**Routed metal, one colour a layer**

Bar = 20 um.
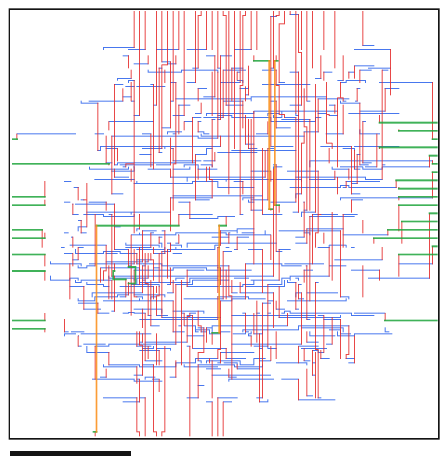
**Placed standard cells**

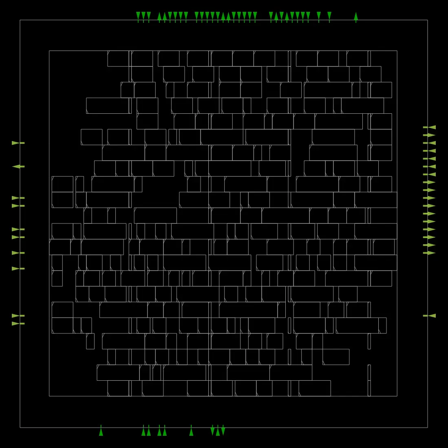
**Wires at chosen ports, followed through buffers**

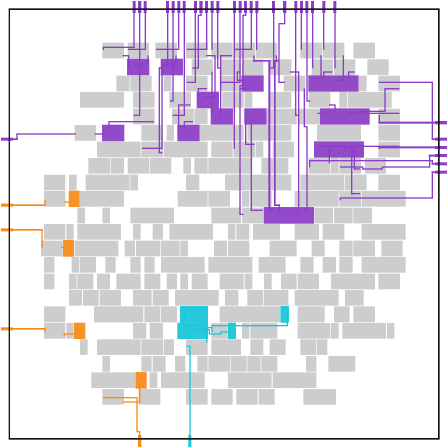
===== config.mk =====
export PLATFORM = sky130hd
export DESIGN_NAME = fifo_rr_arbiter
export DESIGN_NICKNAME = d
export VERILOG_FILES = /design/src/rtl/fifo_rr_arbiter_pkg.sv /design/src/rtl/fifo_rr_arbiter_rr_pick4.sv /design/src/rtl/fifo_rr_arbiter.sv
export SDC_FILE = /design/constraint.sdc
export NUM_CORES = 1
export LEC_CHECK = 0
export CAP_MARGIN = 20
export CORE_MARGIN = 5
export CORE_UTILIZATION = 42
export CTS_CLUSTER_SIZE = 16
export DETAILED_ROUTE_END_ITERATION = 7
export PLACE_DENSITY = 0.81
export SETUP_SLACK_MARGIN = 0.1
export SLEW_MARGIN = 5
export SYNTH_ARGS = -nofsm -noshare
export SYNTH_HDL_FRONTEND = slang
export SYNTH_SLANG_ARGS = --single-unit

===== constraint.sdc =====
create_clock -name CLK -period 3.5 [get_ports CLK]
set_clock_uncertainty 0.15 [all_clocks]
set_input_delay 1.05 -clock CLK [delete_from_list [all_inputs] [get_ports CLK]]
set_output_delay 1.05 -clock CLK [all_outputs]
set_load 0.05 [all_outputs]

===== src/rtl/fifo_rr_arbiter_pkg.sv =====
// Shared definitions for the lane read scheduler: state encodings and lane geometry.
package fsm_defs;
  localparam int NUM_LANES = 4;
  localparam int LANE_W    = 2;

  typedef enum logic [1:0] {
    IDLE  = 2'd0,
    ARB   = 2'd1,
    GRANT = 2'd2
  } state_t;

  function automatic logic [NUM_LANES-1:0] lane_onehot(input logic [LANE_W-1:0] idx);
    logic [NUM_LANES-1:0] v;
    v      = '0;
    v[idx] = 1'b1;
    return v;
  endfunction
endpackage


===== src/rtl/fifo_rr_arbiter_rr_pick4.sv =====
// Combinational round-robin picker: first eligible lane starting at ptr, wrapping mod 4.
module rr_pick4
  import fsm_defs::*;
(
  input  logic [NUM_LANES-1:0] elig,
  input  logic [LANE_W-1:0]    ptr,
  output logic                 found,
  output logic [LANE_W-1:0]    idx
);

  logic [2*NUM_LANES-1:0] w_dbl;
  logic [NUM_LANES-1:0]   w_rot;

  // Rotate so that bit 0 is the lane at ptr; lowest set bit is the winner.
  assign w_dbl = {elig, elig} >> ptr;
  assign w_rot = w_dbl[NUM_LANES-1:0];

  always_comb begin
    found = 1'b0;
    idx   = ptr;
    for (int k = NUM_LANES - 1; k >= 0; k--) begin
      if (w_rot[k]) begin
        found = 1'b1;
        idx   = ptr + LANE_W'(k);
      end
    end
  end

endmodule


===== src/rtl/fifo_rr_arbiter.sv =====
// Round-robin burst scheduler merging four lane FIFOs onto one downstream stream.
module fifo_rr_arbiter
  import fsm_defs::*;
#(
  parameter int DATA_W    = 8,
  parameter int BURST_LEN = 4
) (
  input  logic                        CLK,
  input  logic                        sReset,
  input  logic                        sEnable,
  input  logic [NUM_LANES-1:0]        sEmpty,
  input  logic                        sDownFull,
  input  logic [NUM_LANES-1:0]        stbPause,
  input  logic [NUM_LANES-1:0]        stbContinue,
  input  logic [NUM_LANES*DATA_W-1:0] iData,
  output logic [NUM_LANES-1:0]        oPop,
  output logic                        oValid,
  output logic [DATA_W-1:0]           oData,
  output logic [LANE_W-1:0]           oLane,
  output logic [NUM_LANES-1:0]        oGrant,
  output logic [1:0]                  State
);

  localparam int              CNT_W    = $clog2(BURST_LEN) + 1;
  localparam logic [CNT_W-1:0] CNT_LAST = CNT_W'(BURST_LEN - 1);

  state_t               r_state, w_state_nxt;
  logic [LANE_W-1:0]    r_ptr, w_ptr_nxt;
  logic [LANE_W-1:0]    r_g, w_g_nxt;
  logic [CNT_W-1:0]     r_cnt, w_cnt_nxt;
  logic [NUM_LANES-1:0] r_paused;
  logic [NUM_LANES-1:0] w_elig;
  logic [NUM_LANES-1:0] w_pop;
  logic [NUM_LANES-1:0] w_grant;
  logic                 w_found;
  logic [LANE_W-1:0]    w_pick;
  logic                 r_vld_p1;
  logic [LANE_W-1:0]    r_lane_p1;

  assign w_elig = ~sEmpty & ~r_paused;

  rr_pick4 u_pick (
    .elig  (w_elig),
    .ptr   (r_ptr),
    .found (w_found),
    .idx   (w_pick)
  );

  always_comb begin
    w_state_nxt = r_state;
    w_ptr_nxt   = r_ptr;
    w_g_nxt     = r_g;
    w_cnt_nxt   = r_cnt;
    w_pop       = '0;
    w_grant     = '0;
    unique case (r_state)
      IDLE: begin
        if (sEnable) w_state_nxt = ARB;
      end
      ARB: begin
        if (!sEnable) begin
          w_state_nxt = IDLE;
        end else if (w_found && !sDownFull) begin
          w_g_nxt     = w_pick;
          w_cnt_nxt   = '0;
          w_state_nxt = GRANT;
        end
      end
      GRANT: begin
        w_grant = lane_onehot(r_g);
        if (!sEnable) begin
          w_state_nxt = IDLE;
          w_ptr_nxt   = r_g + LANE_W'(1);
        end else if (!w_elig[r_g]) begin
          w_state_nxt = ARB;
          w_ptr_nxt   = r_g + LANE_W'(1);
        end else if (!sDownFull) begin
          // Full-flag stall simply skips this branch, holding the count.
          w_pop     = lane_onehot(r_g);
          w_cnt_nxt = r_cnt + CNT_W'(1);
          if (r_cnt == CNT_LAST) begin
            w_state_nxt = ARB;
            w_ptr_nxt   = r_g + LANE_W'(1);
          end
        end
      end
      default: w_state_nxt = IDLE;
    endcase
  end

  // Reset suppresses the pop so no FIFO word is consumed and then lost.
  assign oPop   = w_pop & {NUM_LANES{~sReset}};
  assign oGrant = w_grant;
  assign State  = r_state;

  always_ff @(posedge CLK) begin
    if (sReset) begin
      r_state  <= IDLE;
      r_ptr    <= '0;
      r_g      <= '0;
      r_cnt    <= '0;
      r_paused <= '0;
    end else begin
      r_state  <= w_state_nxt;
      r_ptr    <= w_ptr_nxt;
      r_g      <= w_g_nxt;
      r_cnt    <= w_cnt_nxt;
      r_paused <= (r_paused & ~stbContinue) | stbPause;
    end
  end

  // Stage p1: remember which lane was popped while its FIFO produces the word.
  always_ff @(posedge CLK) begin
    if (sReset) begin
      r_vld_p1  <= 1'b0;
      r_lane_p1 <= '0;
    end else begin
      r_vld_p1  <= |w_pop;
      r_lane_p1 <= r_g;
    end
  end

  // Stage p2: capture the lane's read data onto the merged output.
  always_ff @(posedge CLK) begin
    if (sReset) begin
      oValid <= 1'b0;
      oData  <= '0;
      oLane  <= '0;
    end else begin
      oValid <= r_vld_p1;
      if (r_vld_p1) begin
        oData <= iData[int'(r_lane_p1)*DATA_W +: DATA_W];
        oLane <= r_lane_p1;
      end
    end
  end

endmodule

==> flow_summary.json <==
{
  "run_status": "complete, no violations",
  "hpwlAfterDp_mm": 3.062,
  "die_y_um": 70.61,
  "timing.setup.critical_path_class": "in2out",
  "antenna_cells": 0,
  "yosys_area_sq_mm": 0.001543,
  "fin_cells": 281,
  "syn_area_sq_mm": 0.001543,
  "hold_class": "reg2reg",
  "layout-drive-gt1-share": 0.1888,
  "gp_congestion": 0.7999,
  "tritoncts": "yes",
  "yosys.area.top_type": "dfxtp_1",
  "grt_pass1_wl_mm": 6.279,
  "required_ns": 2.30,
  "yosysWarnings": 0,
  "setup_viol": 0,
  "fin_nets": 288,
  "syn2layout_area_growth_pct": 56.12,
  "enable_flop_cells": 0,
  "die_width_um": 70.61,
  "drt_first_iter_violations": 46,
  "warnings": 29,
  "cap_viol_max_count": 0,
  "maxSlewViolCount": 0,
  "fp_util": 0.4278,
  "die-area_sq_mm": 0.004985,
  "antenna_found_initial": 0,
  "final.fill_count": 315,
  "htree_levels": 1,
  "period_used_share": 0.9582,
  "dp.cells": 277,
  "ys_seq_share": 0.3504,
  "period_minus_slack_ns": 3.354,
  "synth_flops": 27,
  "grt_start_max_net_pins": 32,
  "hold_viol_final": 0,
  "worst_pin_slew_ns": 0.7479,
  "first_pass_iters": 4,
  "leakage_nw": 0.8930,
  "async_reset_ff_frac": 0,
  "drt_wl_total_mm": 3.855,
  "grt_setup_unrepaired": "false",
  "ant_nets": 0,
  "clk_latency_ns": 0.28,
  "synth_top_area_share": 0.3504,
  "arrival_ns": 2.15,
  "yosys-stat-cells": 158,
  "peakVddDrop_uv": 213.0,
  "gr-usage-all-layers": 0.1542,
  "cts_setup_buffers": 0,
  "coreArea_sq_mm": 0.003606,
  "post_drt_wl_per_cell_um": 13.72,
  "top_cells_by_area": "dfxtp_1, mux2i_1, mux4_2",
  "yosys_most_used_dff": "dfxtp_1",
  "root_buffer": "clkbuf_8",
  "postSynthCellCount": 158,
  "clock_path_buffers": 2,
  "clk_pin_slew_ns": 0.10,
  "hold_ws_ns": 0.3459,
  "fin_setup_tns_ns": 0,
  "ys_types": 39,
  "final-seq-area_sq_um": 540.5,
  "power_density_mw_per_mm2": 259.0,
  "critPathMaxFanout": 5,
  "fmax_mhz": 298.2,
  "via_count": 1410,
  "vias_per_cell": 5.018,
  "fp_nets": 212,
  "startpoint_type": "primary input",
  "slew_headroom": 0.5007,
  "route.detailed.drc": 0,
  "cts_sinks": 27,
  "syn_avg_cell_area_sq_um": 9.764,
  "p_total_w": 0.0006238,
  "cp-end-kind": "primary output",
  "logic_area_sq_um": 953.4,
  "overflow": 0,
  "netlist_top_cells_count": "dfxtp_1, nor2_1, mux2i_1, and2_1, inv_1",
  "first_global_vias": 1297
}
Notes on 'routed metal, one colour a layer' above:
Red marks met2, wire length 1870 um. Orange marks met4, wire length 100 um. Green marks met3, wire length 181 um. Blue marks met1, wire length 1700 um.

Notes on 'placed standard cells' above:
num rows: 22
Flops: 27
sequential cell area share: 0.2244

Notes on 'wires at chosen ports, followed through buffers' above:
Purple marks `iData`, bits 32, direction input, edge 25 north, 6 east, 1 west, end cells 12, buffers 32, wire 719 um. Orange marks `stbPause`, bits 4, direction input, edge 3 west, 1 south, end cells 4, buffers 4, wire 42.4 um. Cyan marks `sDownFull`, bits 1, direction input, edge south, end cells 5, buffers 2, wire 46.6 um.
I/O pins: 69
PortBufs: 68

[through the flow]
step | util | worst slack, ns | cell area [sq um]
finish | 0.6679 | 0.1462 | 2409
detailed placement | 0.6561 | -0.4064 | 2366
floorplan | - | 0.1279 | 1548
global placement | 0.6561 | -0.3904 | 2366
global route | 0.6679 | 0.1003 | 2409
CTS | 0.6672 | 0.1465 | 2406
[path summary, 6_finish.rpt]
kind,from,endpoint,slack [ns],depth (start not counted)
setup / recovery,sEmpty[0],oPop[1],0.15,6
hold / removal,r_cnt[1]$_SDFFE_PP0P_,r_cnt[1]$_SDFFE_PP0P_,0.35,2
setup reg to reg,r_g[1]$_SDFFE_PP0P_,r_cnt[0]$_SDFFE_PP0P_,1.40,5
hold reg to reg,r_cnt[1]$_SDFFE_PP0P_,r_cnt[1]$_SDFFE_PP0P_,0.35,2
[where the power goes]
group	switching, W	total (W)	leakage, nW	internal [W]
sequential	0.00000696	0.000319	0.219	0.000312
clock	0.000106	0.000187	0.0217	0.0000810
combinational	0.0000419	0.000118	0.652	0.0000759
[flip-flops by register name (all words and copies together) (netlist names)]
name / flops
r_g: 2
oValid: 1
r_ptr: 2
oData: 8
r_lane_p1: 2
oLane: 2
State: 2
r_cnt: 3
r_paused: 4
r_vld_p1: 1
[repair_timing]
action / CTS / global route
gates resized: 22 / 1
hold buffers: 0 / 0
pin swaps: 6 / 0
setup endpoints to repair: 4 / 1
[layout by cell type (no fill, tap or decap), types with 3 or more instances in the layout]
master,instances
nand2b_1,3
nor2b_1,3
buf_12,4
buf_2,4
and2_1,4
clkdlybuf4s50_1,60
nand2_1,3
mux4_2,5
nor2_2,3
nor2_1,21
mux2i_1,20
o22ai_1,4
ha_1,6
and2_4,4
inv_1,8
buf_4,10
nor3_1,6
clkbuf_8,3
dfxtp_1,27
a21oi_1,7
[layer usage]
metal,global-route usage,part of all wire,up-vias,wire [um]
li1,-,-,716,-
met1,0.1996,0.44,646,1700
met2,0.2557,0.49,40,1873
met3,0.02273,0.047,8,181
met4,0.06681,0.026,0,99
met5,0,0,-,0
[area by class of cell]
type | count | share of cell area
Sequential cell | 27 | 0.2244
Multi-Input combinational cell | 116 | 0.3958
Clock buffer | 3 | 0.01714
Tap cell | 48 | 0.02494
Timing Repair Buffer | 78 | 0.3221
Clock inverter | 1 | 0.003117
Inverter | 8 | 0.01247
[logic make-up (layout without fill, tap and decap cells)]
| logic type | after synthesis | after routing | synth area share |
|---|---|---|---|
| simple gates | 56 | 56 | 0.1866 |
| mux | 28 | 28 | 0.2295 |
| fa+ha+maj | 6 | 6 | 0.04866 |
| compound gates | 26 | 26 | 0.1411 |
| buf+inv | 15 | 90 | 0.04379 |
| flops | 27 | 27 | 0.3504 |
[worst max-delay path, stage by stage]
cell and delay (ns):
buf_2 0.10, nor2_2 0.04, mux4_2 0.50, and4_4 0.19, and2_4 0.14, buf_12 0.14
Power figures rest on the tool's default switching activity, not on a simulated workload.
